## src/rtl/seq_multiplier_if.sv

```systemverilog
// Operand/result stream between an operand source, the seq_multiplier and a result consumer.
// master = source/consumer side, slave = multiplier side.
interface seq_multiplier_if #(
    parameter int WIDTH = 8
);
    logic                 in_valid;
    logic                 in_ready;
    logic [WIDTH-1:0]     a;
    logic [WIDTH-1:0]     b;
    logic                 is_signed;
    logic                 out_valid;
    logic                 out_ready;
    logic [2*WIDTH-1:0]   product;

    modport master (
        output in_valid, a, b, is_signed, out_ready,
        input  in_ready, out_valid, product
    );

    modport slave (
        input  in_valid, a, b, is_signed, out_ready,
        output in_ready, out_valid, product
    );
endinterface

```

## src/rtl/seq_multiplier.sv

```systemverilog
// Iterative shift-add multiplier, one multiplier bit per cycle, signed or unsigned per operation.
// Optional SEQ_MULT_EARLY_TERM_EN: leave BUSY as soon as the remaining multiplier bits are all zero.
//
// state | meaning
// IDLE  | waiting for operands, in_ready high
// BUSY  | shift-add iterations on operand magnitudes
// DONE  | product valid, held until out_ready
module seq_multiplier #(
    parameter int WIDTH = 8
) (
    input  logic             clk,
    input  logic             rst_n,
    seq_multiplier_if.slave  bus
);
    localparam int CNT_W = $clog2(WIDTH + 1);

    typedef enum logic [1:0] {IDLE, BUSY, DONE} state_t;

    state_t               state;
    state_t               state_nxt;
    logic [2*WIDTH-1:0]   mcand;
    logic [2*WIDTH-1:0]   acc;
    logic [2*WIDTH-1:0]   acc_sum;
    logic [2*WIDTH-1:0]   prod_q;
    logic [WIDTH-1:0]     mplier;
    logic [WIDTH-1:0]     mag_a;
    logic [WIDTH-1:0]     mag_b;
    logic [CNT_W-1:0]     cnt;
    logic                 neg;
    logic                 accept;
    logic                 last_iter;

    // Magnitude of -2^(WIDTH-1) wraps to 2^(WIDTH-1), which is correct as an unsigned value.
    assign mag_a   = (bus.is_signed && bus.a[WIDTH-1]) ? -bus.a : bus.a;
    assign mag_b   = (bus.is_signed && bus.b[WIDTH-1]) ? -bus.b : bus.b;
    assign accept  = bus.in_valid && (state == IDLE);
    assign acc_sum = mplier[0] ? (acc + mcand) : acc;

`ifdef SEQ_MULT_EARLY_TERM_EN
    assign last_iter = (cnt == CNT_W'(WIDTH - 1)) || (mplier[WIDTH-1:1] == '0);
`else
    assign last_iter = (cnt == CNT_W'(WIDTH - 1));
`endif

    always_ff @(posedge clk or negedge rst_n) begin
        if (!rst_n) begin
            state <= IDLE;
        end else begin
            state <= state_nxt;
        end
    end

    always_comb begin
        state_nxt = state;
        case (state)
            IDLE:    if (accept)        state_nxt = BUSY;
            BUSY:    if (last_iter)     state_nxt = DONE;
            DONE:    if (bus.out_ready) state_nxt = IDLE;
            default:                    state_nxt = IDLE;
        endcase
    end

    always_comb begin
        bus.in_ready  = (state == IDLE);
        bus.out_valid = (state == DONE);
    end

    always_ff @(posedge clk or negedge rst_n) begin
        if (!rst_n) begin
            mcand  <= '0;
            mplier <= '0;
            acc    <= '0;
            cnt    <= '0;
            neg    <= 1'b0;
            prod_q <= '0;
        end else if (accept) begin
            mcand  <= {{WIDTH{1'b0}}, mag_a};
            mplier <= mag_b;
            acc    <= '0;
            cnt    <= '0;
            neg    <= bus.is_signed && (bus.a[WIDTH-1] ^ bus.b[WIDTH-1]);
        end else if (state == BUSY) begin
            acc    <= acc_sum;
            mcand  <= mcand << 1;
            mplier <= mplier >> 1;
            cnt    <= cnt + CNT_W'(1);
            if (last_iter) begin
                prod_q <= neg ? -acc_sum : acc_sum;
            end
        end
    end

    assign bus.product = prod_q;
endmodule
```

## src/flat_wrapper.sv

```systemverilog
// flat-port wrapper written by rule: the top's interface ports become plain ports
module seq_multiplier_flat 
#(
    parameter int WIDTH = 8
)
  (clk, rst_n, bus_in_valid, bus_a, bus_b, bus_is_signed, bus_out_ready, bus_in_ready, bus_out_valid, bus_product);
  seq_multiplier_if #(.WIDTH(WIDTH)) bus_i ();
  input  logic clk;
  input  logic rst_n;
  input wire logic [$bits(bus_i.in_valid)-1:0] bus_in_valid;
  input wire logic [$bits(bus_i.a)-1:0] bus_a;
  input wire logic [$bits(bus_i.b)-1:0] bus_b;
  input wire logic [$bits(bus_i.is_signed)-1:0] bus_is_signed;
  input wire logic [$bits(bus_i.out_ready)-1:0] bus_out_ready;
  output wire logic [$bits(bus_i.in_ready)-1:0] bus_in_ready;
  output wire logic [$bits(bus_i.out_valid)-1:0] bus_out_valid;
  output wire logic [$bits(bus_i.product)-1:0] bus_product;
  assign bus_i.in_valid = bus_in_valid;
  assign bus_i.a = bus_a;
  assign bus_i.b = bus_b;
  assign bus_i.is_signed = bus_is_signed;
  assign bus_i.out_ready = bus_out_ready;
  assign bus_in_ready = bus_i.in_ready;
  assign bus_out_valid = bus_i.out_valid;
  assign bus_product = bus_i.product;
  seq_multiplier #(.WIDTH(WIDTH)) u_core (.clk(clk), .rst_n(rst_n), .bus(bus_i));
endmodule
```

## config.mk

```make
export PLATFORM = sky130hd
export DESIGN_NAME = seq_multiplier_flat
export DESIGN_NICKNAME = d
export VERILOG_FILES = /design/src/rtl/seq_multiplier_if.sv /design/src/rtl/seq_multiplier.sv /design/src/flat_wrapper.sv
export SDC_FILE = /design/constraint.sdc
export NUM_CORES = 1
export LEC_CHECK = 0
export CAP_MARGIN = 20
export CORE_MARGIN = 3
export CORE_UTILIZATION = 55
export DETAILED_ROUTE_END_ITERATION = 8
export MAX_ROUTING_LAYER = met4
export PLACE_DENSITY_LB_ADDON = 0.08
export SYNTH_ARGS = -nofsm -noshare
export SYNTH_HDL_FRONTEND = slang
export SYNTH_SLANG_ARGS = --single-unit
```

## constraint.sdc

```tcl
create_clock -name clk -period 3.8 [get_ports clk]
set_input_delay 0.76 -clock clk [delete_from_list [all_inputs] [get_ports clk]]
set_output_delay 0.76 -clock clk [all_outputs]
set_load 0.02 [all_outputs]
```

final_congestion.png
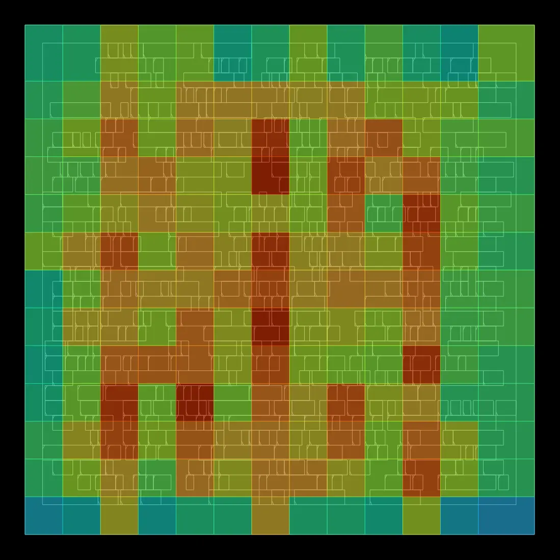
GR peak layer: met2
GR Layer Usage met1: 0.322
GRT Overall Usage: 0.244
met2 Resource Use GR: 0.391

==> flow_summary.ini <==
; synthesis and place-and-route metrics
[status]
status = finished, final reports clean

[clock_tree]
numCtsBuffers = 9
cts.sinks = 63

[pwr]
seqPwrFrac = 0.262
p_switching_mw = 2.26

[worst_setup_path]
crit_slowest_cell = or4b_4
worstReg2RegStart = u_core.acc[0]
endpoint_kind = register

[cells_and_area]
drive_above_1_share = 0.0720
diodes = 0
final_nets = 564

[floorplan]
fp_util = 0.572
core_um2 = 7290

[placement]
port_buffers = 38

[synthesis]
ys_seq_elements = 63
ys_types = 61
avgSynthCellArea_um2 = 8.47
synthMostInstantiatedCell = nand2_1

[drt]
vias_per_cell = 5.91

[timing]
rsz0062_at_grt = no
post-route-period-util = 0.935
pdn.png
Scale: 4 px per µm. Pins as bars on the die edge.
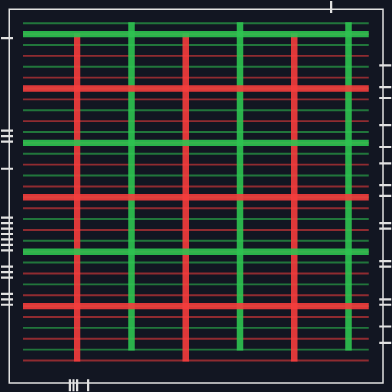
legend:
  VDD:
    color: green
  VSS:
    color: red
rows: 31
met5 straps: 6
met1 rails: 32
met4 straps: 6

layout by cell type (no fill, tap or decap), types with 4 or more instances in the layout:
| master | netlist | layout |
|---|---|---|
| dfrtp_1 | 63 | 63 |
| nand3_1 | 25 | 25 |
| clkdlybuf4s50_1 | 0 | 37 |
| a21o_1 | 5 | 5 |
| o31ai_1 | 4 | 4 |
| a211oi_1 | 8 | 8 |
| o211ai_1 | 5 | 5 |
| nor3_1 | 6 | 6 |
| buf_4 | 0 | 8 |
| a21oi_1 | 21 | 21 |
| clkbuf_8 | 0 | 9 |
| a31oi_1 | 16 | 16 |
| nand2b_1 | 6 | 6 |
| inv_1 | 12 | 12 |
| o21ai_0 | 48 | 48 |
| nand2_1 | 86 | 86 |
| nor2_1 | 34 | 34 |
| xor2_1 | 9 | 9 |
| xnor2_1 | 21 | 21 |
| and3_1 | 6 | 6 |
| ha_1 | 19 | 19 |
| or3_1 | 7 | 7 |
per-layer routing:
metal,share of wire,global-route usage,vias to the layer above
li1,-,-,1843
met1,0.47,0.322,1741
met2,0.46,0.391,112
met3,0.050,0.0370,10
met4,0.012,0.0769,0
met5,0,-,-
area by class of cell:
| type | count | area [µm²] | share of cell area |
|---|---|---|---|
| multi-input combinational | 391 | 2450 | 0.508 |
| clock buffer | 9 | 124 | 0.0256 |
| tap | 99 | 124 | 0.0256 |
| timing repair buffer | 46 | 435 | 0.0902 |
| sequential | 63 | 1580 | 0.326 |
| clock inverter | 7 | 73.8 | 0.0153 |
| inverter | 12 | 45.0 | 0.00933 |
power by group through the flow:
stage               Sequential (mW)  Clock (mW)  Combinational [mW]
CTS                            1.24       0.595                2.90
detailed placement             1.24           0                2.89
finish                         1.24       0.585                2.91
floorplan                      1.26           0                2.14
global route                   1.29       0.630                3.24
global placement               1.23           0                2.80
No activity file was given, so power comes from the tool's default toggle rates.
